[config.mk]
export PLATFORM = sky130hd
export DESIGN_NAME = bcd_seq_converter
export DESIGN_NICKNAME = d
export VERILOG_FILES = /design/src/rtl/bcd_pkg.sv /design/src/rtl/bcd_digit_adj.sv /design/src/rtl/bcd_seq_converter.sv
export SDC_FILE = /design/constraint.sdc
export NUM_CORES = 1
export LEC_CHECK = 0
export CORE_MARGIN = 2
export CORE_UTILIZATION = 54
export CTS_CLUSTER_SIZE = 16
export DETAILED_ROUTE_END_ITERATION = 12
export GPL_TIMING_DRIVEN = 0
export PLACE_DENSITY_LB_ADDON = 0.3
export REMOVE_ABC_BUFFERS = 1
export SYNTH_ARGS = -nofsm -noshare
export SYNTH_HDL_FRONTEND = slang
export SYNTH_SLANG_ARGS = --single-unit
[constraint.sdc]
create_clock -name CLOCK_50 -period 2.7 [get_ports CLOCK_50]
set_input_delay 0.54 -clock CLOCK_50 [delete_from_list [all_inputs] [get_ports CLOCK_50]]
set_output_delay 0.54 -clock CLOCK_50 [all_outputs]
set_load 0.02 [all_outputs]
[src/rtl/bcd_pkg.sv]
// Shared definitions for the sequential binary-to-BCD converter.
// Holds the converter FSM encoding and the shift-add-3 digit adjust constants.
package bcd_pkg;

    // Converter FSM: wait for a request, shift one bit per clock, present the result
    typedef enum logic [1:0] {
        IDLE    = 2'd0,
        CONVERT = 2'd1,
        DONE    = 2'd2
    } state_t;

    // A BCD digit at or above this value would overflow past 9 when doubled
    localparam logic [3:0] ADJ_THRESHOLD = 4'd5;

    // Adding this before the shift makes the doubled digit carry into the next digit
    localparam logic [3:0] ADJ_VALUE = 4'd3;

endpackage

[src/rtl/bcd_digit_adj.sv]
// Single-digit adjust stage for shift-add-3 conversion.
// Adds 3 to a BCD digit of 5 or more so that the following left shift
// produces a correct decimal carry. 4-bit result, no carry out.
module bcd_digit_adj
    import bcd_pkg::*;
(
    input  logic [3:0] digit_in,
    output logic [3:0] digit_out
);

    // Conditional +3 ahead of the doubling shift
    always_comb begin
        if (digit_in >= ADJ_THRESHOLD) begin
            digit_out = digit_in + ADJ_VALUE;
        end else begin
            digit_out = digit_in;
        end
    end

endmodule

[src/rtl/bcd_seq_converter.sv]
// Iterative binary-to-BCD converter feeding the hex_7seg digit drivers.
// Converts one IN_WIDTH-bit unsigned value per start request, one bit per clock,
// and holds the packed BCD result until the next conversion completes.
// Optional feature macro: BCD_LZ_BLANK_EN adds the blank_n leading-zero blanking output.
module bcd_seq_converter
    import bcd_pkg::*;
#(
    parameter int IN_WIDTH = 8,
    parameter int DIGITS   = 3
) (
    input  logic                  CLOCK_50,
    input  logic                  reset,
    input  logic                  start,
    input  logic [IN_WIDTH-1:0]   bin_in,
    output logic                  busy,
    output logic                  done,
    output logic [4*DIGITS-1:0]   bcd_out
`ifdef BCD_LZ_BLANK_EN
    ,
    output logic [DIGITS-1:0]     blank_n
`endif
);

    localparam int BCD_W = 4 * DIGITS;
    localparam int CNT_W = $clog2(IN_WIDTH + 1);
    localparam logic [CNT_W-1:0] LAST_CNT = CNT_W'(IN_WIDTH - 1);

    state_t                    state;
    logic [CNT_W-1:0]          bit_cnt;
    logic [IN_WIDTH-1:0]       shreg;
    logic [BCD_W-1:0]          scratch;
    logic [BCD_W-1:0]          adj_scratch;
    logic [BCD_W+IN_WIDTH-1:0] shifted;
    logic [BCD_W-1:0]          next_scratch;
    logic [IN_WIDTH-1:0]       next_shreg;

    // One adjust stage per digit, reused on every shift cycle
    for (genvar g = 0; g < DIGITS; g++) begin : gen_adj
        bcd_digit_adj u_adj (
            .digit_in  (scratch[4*g +: 4]),
            .digit_out (adj_scratch[4*g +: 4])
        );
    end

    // Adjusted scratch and remaining operand bits shift left together as one word
    assign shifted      = {adj_scratch, shreg} << 1;
    assign next_scratch = shifted[BCD_W+IN_WIDTH-1:IN_WIDTH];
    assign next_shreg   = shifted[IN_WIDTH-1:0];

`ifdef BCD_LZ_BLANK_EN
    logic [DIGITS-1:0] next_blank;
    logic              any_higher;

    // A digit stays lit if it or any more significant digit is nonzero; ones always lit
    always_comb begin
        next_blank = '0;
        any_higher = 1'b0;
        for (int i = DIGITS - 1; i >= 0; i--) begin
            any_higher    = any_higher | (next_scratch[4*i +: 4] != 4'd0);
            next_blank[i] = any_higher;
        end
        next_blank[0] = 1'b1;
    end
`endif

    // Converter FSM, datapath and registered outputs
    always_ff @(posedge CLOCK_50) begin
        if (reset) begin
            state   <= IDLE;
            bit_cnt <= '0;
            shreg   <= '0;
            scratch <= '0;
            busy    <= 1'b0;
            done    <= 1'b0;
            bcd_out <= '0;
`ifdef BCD_LZ_BLANK_EN
            blank_n <= DIGITS'(1);
`endif
        end else begin
            done <= 1'b0;
            case (state)
                IDLE, DONE: begin
                    if (start) begin
                        state   <= CONVERT;
                        shreg   <= bin_in;
                        scratch <= '0;
                        bit_cnt <= '0;
                        busy    <= 1'b1;
                    end else begin
                        state <= IDLE;
                    end
                end
                CONVERT: begin
                    shreg   <= next_shreg;
                    scratch <= next_scratch;
                    if (bit_cnt == LAST_CNT) begin
                        state   <= DONE;
                        busy    <= 1'b0;
                        done    <= 1'b1;
                        bcd_out <= next_scratch;
`ifdef BCD_LZ_BLANK_EN
                        blank_n <= next_blank;
`endif
                    end else begin
                        bit_cnt <= bit_cnt + 1'b1;
                    end
                end
                default: begin
                    state <= IDLE;
                    busy  <= 1'b0;
                end
            endcase
        end
    end

endmodule

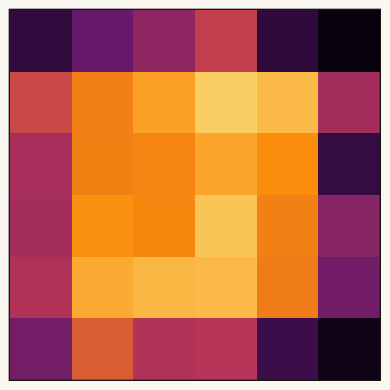
(cell area per tile)
Scale: 6 px per µm. 6 x 6 tiles, from black (low) to pale yellow (high), 0 to 100% covered.
tiles over 75% full	28%
mean over tiles	54%
fullest tile	89%
emptiest ninth of the die	south-east
densest ninth of the die	centre

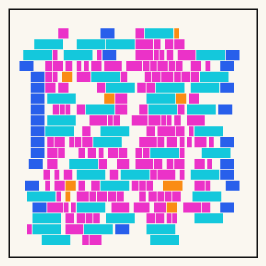
(placement by cell class)
Scale: 4 px per µm.
colour	class	cells
cyan	sequential cells	40
blue	remaining buffers and delay cells	24
orange	clock drivers and dummy loads	8
magenta	combinational and other logic	144

==> results.yml <==
# flow metrics
final_layout:
  comb_cells: 136
  final_cells: 260
  comb_area_um2: 898
  n_antenna_cell: 0
  final_common_cell: "dfxtp_1"
  fillers: 284
  bufAreaShareNonClock: 0.115
synthesis:
  yosysCellCount: 196
  ys.flop_type: "dfxtp_1"
  top_logic_kind: "AND-OR/OR-AND gates"
  yosysWarnings: 0
  top_area_cell: "dfxtp_1"
  avgSynthCellArea_um2: 9.14
  ys_sh_xor: 0.0244
timing:
  finalHoldViolCount: 0
  fin_ws_ns: 0.217
  tightest_slew_ns: 1.27
  finalClockPeriodUsage: 0.920
global_route:
  grt_pass1_wl_mm: 6.13
  grt_max_degree: 41
  grt_usage: 0.221
clock_network:
  path_clk_slew_ns: 0.12
  htreeDepth: 2
  cts_buffers: 5
floorplanning:
  die_h_um: 61.6
  rows: 20
  coreArea_mm2: 0.00310
power_and_ir_drop:
  combPwrFrac: 0.083
  switching_share: 0.248
  p_total_w: 0.00102
  pwr-share-clk: 0.316
worst_setup_path:
  rr_endpoint: "scratch[7]"
  cp-start-kind: "input port"
  crit_chain: "clkdlybuf4s50_1 > nor2b_1 > nor2_1 > o21ai_0 > a21oi_1"
  crit_family: "simple AND/OR/NAND/NOR gates"
  worstPathArrival_ns: 2.68
  crit_fanout: 16
  rrSetupSlack_ns: 0.59
run:
  drv_cap: 0
worst_hold_path:
  min_path_cells: 2
placed_design:
  dp_hpwl_mm: 2.32
routing:
  drtIter0Drc: 58
  wirelength_mm: 3.58
status:
  status: "finished clean"
[flip-flops by register name, indices dropped and copies added (netlist names)]
register	cells
bcd_out	12
scratch	12
state	2
busy	1
bit_cnt	4
shreg	8
done	1
[power groups by stage]
stage          Clock (W)  Sequential [W]  Combinational [W]
2_1_floorplan          0        0.000625          0.0000446
3_3_place_gp           0        0.000624          0.0000816
3_5_place_dp           0        0.000625          0.0000841
4_1_cts         0.000318        0.000612          0.0000849
5_1_grt         0.000350        0.000614          0.0000938
6_report        0.000323        0.000612          0.0000848
[routing by layer]
layer | GRT usage | part of all wire | vias to the layer above
li1 | - | - | 739
met1 | 0.252 | 0.44 | 697
met2 | 0.385 | 0.50 | 47
met3 | 0.0714 | 0.054 | 6
met4 | 0.0821 | 0.013 | 0
met5 | 0 | 0 | -
No activity file was given, so power comes from the tool's default toggle rates.
